File: config.mk
export PLATFORM = sky130hd
export DESIGN_NAME = regfile_mp
export DESIGN_NICKNAME = d
export VERILOG_FILES = /design/src/rtl/regfile_pkg.sv /design/src/rtl/regfile_sb.sv /design/src/rtl/regfile_mp.sv
export SDC_FILE = /design/constraint.sdc
export NUM_CORES = 2
export LEC_CHECK = 0
export CELL_PAD_IN_SITES_DETAIL_PLACEMENT = 1
export CELL_PAD_IN_SITES_GLOBAL_PLACEMENT = 1
export CORE_MARGIN = 3
export CORE_UTILIZATION = 55
export DETAILED_ROUTE_END_ITERATION = 6
export PLACE_DENSITY_LB_ADDON = 0.05
export SLEW_MARGIN = 20
export SYNTH_ARGS = -nofsm -noshare
export SYNTH_HDL_FRONTEND = slang
export SYNTH_HIERARCHICAL = 1
export SYNTH_SLANG_ARGS = --single-unit
File: constraint.sdc
create_clock -name clk -period 77.1 [get_ports clk]
set_input_delay 19.275 -clock clk [delete_from_list [all_inputs] [get_ports clk]]
set_output_delay 19.275 -clock clk [all_outputs]
set_load 0.05 [all_outputs]
File: src/rtl/regfile_pkg.sv
// Shared constants and helpers for the multi-port register file.
//
// Contents:
//   DEF_DATA_W, DEF_NREGS, DEF_NRD, DEF_LINK_REG : default parameter values
//   src_e       : source chosen for a registered read
//   bypass_sel  : read-source priority (zero reg > wr1 > wr0 > array)
package regfile_pkg;

  localparam int DEF_DATA_W   = 32;
  localparam int DEF_NREGS    = 32;
  localparam int DEF_NRD      = 2;
  localparam int DEF_LINK_REG = 31;

  typedef enum logic [1:0] {
    SRC_ARRAY = 2'd0,
    SRC_WR0   = 2'd1,
    SRC_WR1   = 2'd2,
    SRC_ZERO  = 2'd3
  } src_e;

  // Register 0 always reads zero. Otherwise a same-cycle write to the read
  // address is forwarded, with wr1 taking precedence over wr0.
  function automatic src_e bypass_sel(input logic addr_zero,
                                      input logic hit_wr0,
                                      input logic hit_wr1);
    src_e sel;
    if (addr_zero)    sel = SRC_ZERO;
    else if (hit_wr1) sel = SRC_WR1;
    else if (hit_wr0) sel = SRC_WR0;
    else              sel = SRC_ARRAY;
    return sel;
  endfunction

endpackage

File: src/rtl/regfile_sb.sv
// Busy-bit scoreboard: one pending-producer flag per register.
//
// Ports:
//   clk, rst                : clock, asynchronous active-high reset
//   set_en / set_addr       : mark a register busy at the edge
//   clr0_en / clr0_addr     : clear from write port 0
//   clr1_en / clr1_addr     : clear from write port 1
//   lookup_addr             : NRD packed lookup addresses
//   busy                    : NRD registered flags, post-edge state of each lookup
//
// A set and a clear of the same bit in one cycle leaves the bit set: the new
// producer is still outstanding. Bit 0 is never busy.
import regfile_pkg::*;

module regfile_sb #(
  parameter int NREGS  = DEF_NREGS,
  parameter int NRD    = DEF_NRD,
  parameter int ADDR_W = $clog2(NREGS)
) (
  input  logic                  clk,
  input  logic                  rst,
  input  logic                  set_en,
  input  logic [ADDR_W-1:0]     set_addr,
  input  logic                  clr0_en,
  input  logic [ADDR_W-1:0]     clr0_addr,
  input  logic                  clr1_en,
  input  logic [ADDR_W-1:0]     clr1_addr,
  input  logic [NRD*ADDR_W-1:0] lookup_addr,
  output logic [NRD-1:0]        busy
);

  logic [NREGS-1:0] busy_q;
  logic [NREGS-1:0] busy_d;

  always_comb begin
    busy_d = busy_q;
    if (clr0_en) busy_d[clr0_addr] = 1'b0;
    if (clr1_en) busy_d[clr1_addr] = 1'b0;
    if (set_en)  busy_d[set_addr]  = 1'b1;
    busy_d[0] = 1'b0;
  end

  always_ff @(posedge clk or posedge rst) begin
    if (rst) busy_q <= '0;
    else     busy_q <= busy_d;
  end

  // Lookups see the post-edge state, so this cycle's set/clear is visible.
  for (genvar k = 0; k < NRD; k++) begin : g_lookup
    always_ff @(posedge clk or posedge rst) begin
      if (rst) busy[k] <= 1'b0;
      else     busy[k] <= busy_d[lookup_addr[k*ADDR_W +: ADDR_W]];
    end
  end

endmodule

File: src/rtl/regfile_mp.sv
// Multi-port register file: NRD registered read ports, two write ports
// (wr1 has priority), read-during-write bypass, a registered mirror of one
// link register, and an optional busy scoreboard.
//
// Ports:
//   clk, rst                    : clock, asynchronous active-high reset
//   rd_addr  [NRD*ADDR_W]       : read addresses, port k at [k*ADDR_W +: ADDR_W]
//   rd_data  [NRD*DATA_W]       : registered read data, port k at [k*DATA_W +: DATA_W]
//   wr0_en/wr0_addr/wr0_data    : write port 0
//   wr1_en/wr1_addr/wr1_data    : write port 1, wins on same-address conflict
//   link_data                   : registered copy of register LINK_REG
//   sb_set_en / sb_set_addr     : mark a register as having a pending producer
//   rd_busy  [NRD]              : registered pending flag per read address
//
// Build option: define REGFILE_MP_SCOREBOARD_EN to include the scoreboard.
// Without it there is no busy storage and rd_busy is tied to 0.
import regfile_pkg::*;

module regfile_mp #(
  parameter  int DATA_W   = DEF_DATA_W,
  parameter  int NREGS    = DEF_NREGS,
  parameter  int NRD      = DEF_NRD,
  parameter  int LINK_REG = DEF_LINK_REG,
  localparam int ADDR_W   = $clog2(NREGS)
) (
  input  logic                  clk,
  input  logic                  rst,
  input  logic [NRD*ADDR_W-1:0] rd_addr,
  output logic [NRD*DATA_W-1:0] rd_data,
  input  logic                  wr0_en,
  input  logic [ADDR_W-1:0]     wr0_addr,
  input  logic [DATA_W-1:0]     wr0_data,
  input  logic                  wr1_en,
  input  logic [ADDR_W-1:0]     wr1_addr,
  input  logic [DATA_W-1:0]     wr1_data,
  output logic [DATA_W-1:0]     link_data,
  input  logic                  sb_set_en,
  input  logic [ADDR_W-1:0]     sb_set_addr,
  output logic [NRD-1:0]        rd_busy
);

  // Elaboration checks on the parameter set.
  if (NREGS < 2 || (NREGS & (NREGS - 1)) != 0) begin : g_bad_nregs
    $error("regfile_mp: NREGS must be a power of 2 and >= 2");
  end
  if (NRD < 1 || NRD > 4) begin : g_bad_nrd
    $error("regfile_mp: NRD must be in 1..4");
  end
  if (LINK_REG < 0 || LINK_REG >= NREGS) begin : g_bad_link
    $error("regfile_mp: LINK_REG out of range");
  end

  localparam logic [ADDR_W-1:0] LINK_ADDR = ADDR_W'(LINK_REG);

  // Register array. Entry 0 is never written, so it stays zero after reset.
  logic [DATA_W-1:0] regs [NREGS];

  always_ff @(posedge clk or posedge rst) begin
    if (rst) begin
      for (int i = 0; i < NREGS; i++) regs[i] <= '0;
    end else begin
      if (wr0_en && wr0_addr != '0) regs[wr0_addr] <= wr0_data;
      // Issued after wr0 so wr1 lands last on a same-address conflict.
      if (wr1_en && wr1_addr != '0) regs[wr1_addr] <= wr1_data;
    end
  end

  // Read ports: registered, with same-cycle write forwarding.
  for (genvar k = 0; k < NRD; k++) begin : g_rd
    logic [ADDR_W-1:0] addr;
    logic [DATA_W-1:0] next;
    src_e              sel;

    assign addr = rd_addr[k*ADDR_W +: ADDR_W];

    always_comb begin
      sel = bypass_sel(addr == '0,
                       wr0_en && (wr0_addr == addr),
                       wr1_en && (wr1_addr == addr));
      case (sel)
        SRC_WR1:   next = wr1_data;
        SRC_WR0:   next = wr0_data;
        SRC_ARRAY: next = regs[addr];
        default:   next = '0;
      endcase
    end

    always_ff @(posedge clk or posedge rst) begin
      if (rst) rd_data[k*DATA_W +: DATA_W] <= '0;
      else     rd_data[k*DATA_W +: DATA_W] <= next;
    end
  end

  // Link mirror: behaves as a dedicated read port fixed at LINK_REG.
  logic [DATA_W-1:0] link_next;
  src_e              link_sel;

  always_comb begin
    link_sel = bypass_sel(LINK_ADDR == '0,
                          wr0_en && (wr0_addr == LINK_ADDR),
                          wr1_en && (wr1_addr == LINK_ADDR));
    case (link_sel)
      SRC_WR1:   link_next = wr1_data;
      SRC_WR0:   link_next = wr0_data;
      SRC_ARRAY: link_next = regs[LINK_ADDR];
      default:   link_next = '0;
    endcase
  end

  always_ff @(posedge clk or posedge rst) begin
    if (rst) link_data <= '0;
    else     link_data <= link_next;
  end

`ifdef REGFILE_MP_SCOREBOARD_EN
  regfile_sb #(
    .NREGS  (NREGS),
    .NRD    (NRD),
    .ADDR_W (ADDR_W)
  ) u_sb (
    .clk         (clk),
    .rst         (rst),
    .set_en      (sb_set_en),
    .set_addr    (sb_set_addr),
    .clr0_en     (wr0_en),
    .clr0_addr   (wr0_addr),
    .clr1_en     (wr1_en),
    .clr1_addr   (wr1_addr),
    .lookup_addr (rd_addr),
    .busy        (rd_busy)
  );
`else
  // Scoreboard inputs are accepted but have no effect in this build.
  logic unused_sb;
  assign unused_sb = ^{sb_set_en, sb_set_addr};
  assign rd_busy   = '0;
`endif

endmodule

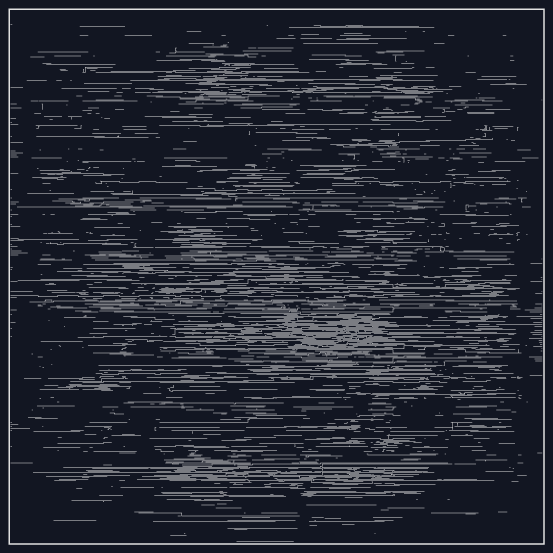
**Above:** signal wires on met3.
Drawn at 1.5 px/µm.
nets with wire on the layer	704
wire length on this layer	32.4 mm
longest straight run	192 µm

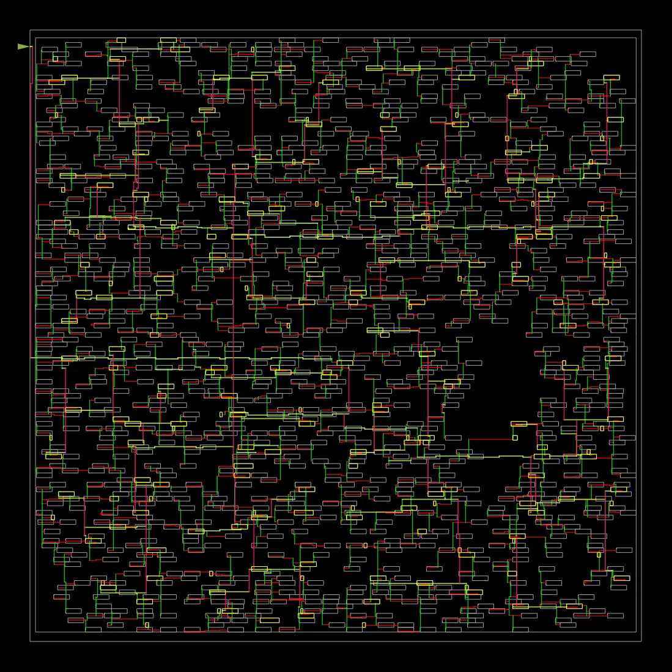
**Above:** clock wiring as the flow saved it.
number of sinks handled by clock tree synthesis: 1120
clock group total power: 0.636 mW
clock latency at the later pin of the worst-skew pair: 760 ps
total of clock buffers placed in the layout: 189
worst clock skew: 21.29 ps

==> changes_impl.md <==
## Flow update

- Tally of buffers added on design ports: 183
- Worst reg2reg setup slack: 74910 ps
- First-pass GRT wire length: 405300 µm
- Root Driver: sky130_fd_sc_hd__clkbuf_16
- Number of placed instances, taps included: 7387
- Routability cong.: 0.8469
- Most frequent logic cell in the layout: sky130_fd_sc_hd__dfrtp_1
- Sequential fraction of the synthesis area: 0.4173
- Worst hold path startpoint: regs[997]$_DFF_PP0_
- Top power group: registers
- Distinct cell type count after synthesis: 55
- Power per cell area: 28.09 nW/µm²
- Type of the worst setup path: in -> reg
- Row Count: 127
- WP depth: 9
- Area share of and-or/or-and cells after synthesis: 0.1136
- GRT Max-Usage Layer: met2
- DR pass1 iterations: 7
- Die area: 126300 µm²
- Cell with the largest stage delay on the worst path: sky130_fd_sc_hd__buf_4
- DR vias/cell: 7.407
- Leakage dissipation: 30.99 nW
- OpenROAD warning count: 42
- Data required, critical path: 77600 ps
- Highest-count cells in the layout ignoring fill and taps: sky130_fd_sc_hd__dfrtp_1, sky130_fd_sc_hd__mux2i_1, sky130_fd_sc_hd__a21oi_1, sky130_fd_sc_hd__nor2_1, sky130_fd_sc_hd__mux4_2
- Post-Synth Simple-Gate Area: 0.08980
- Reg2Reg Depth: 5
- ANT nets after route: 0
- Outcome: finished, final reports clean
- Number of non-clock inverters in the layout: 3
- Xor/xnor share: 0.002608
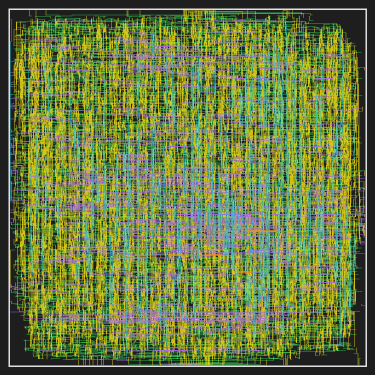
**Above:** metal layers overlaid.
Drawn at 1 px/µm.
colour	layer	wire length
green	metal 1	104 mm
cyan	metal 4	18200 µm
purple	metal 3	32.4 mm
orange	metal 5	88.3 µm
yellow	metal 2	122 mm

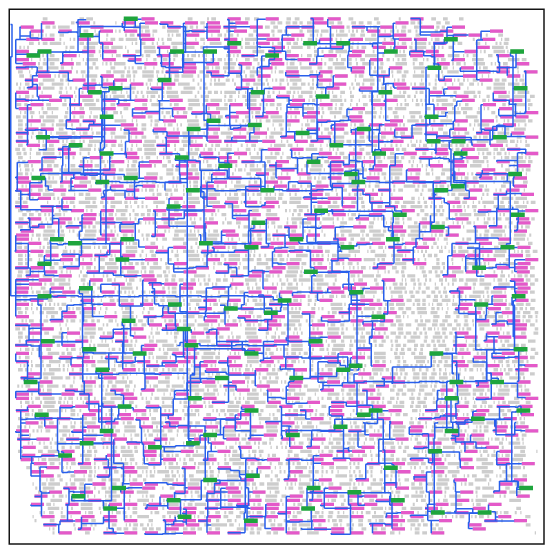
**Above:** clock distribution.
Drawn at 1.5 px/µm.
[green] clock drivers | count: 132
[blue] clock wires | length: 15900 µm
[magenta] flip-flops | count: 1120
routed clock nets	133

Power is estimated from default activity; no workload was simulated.
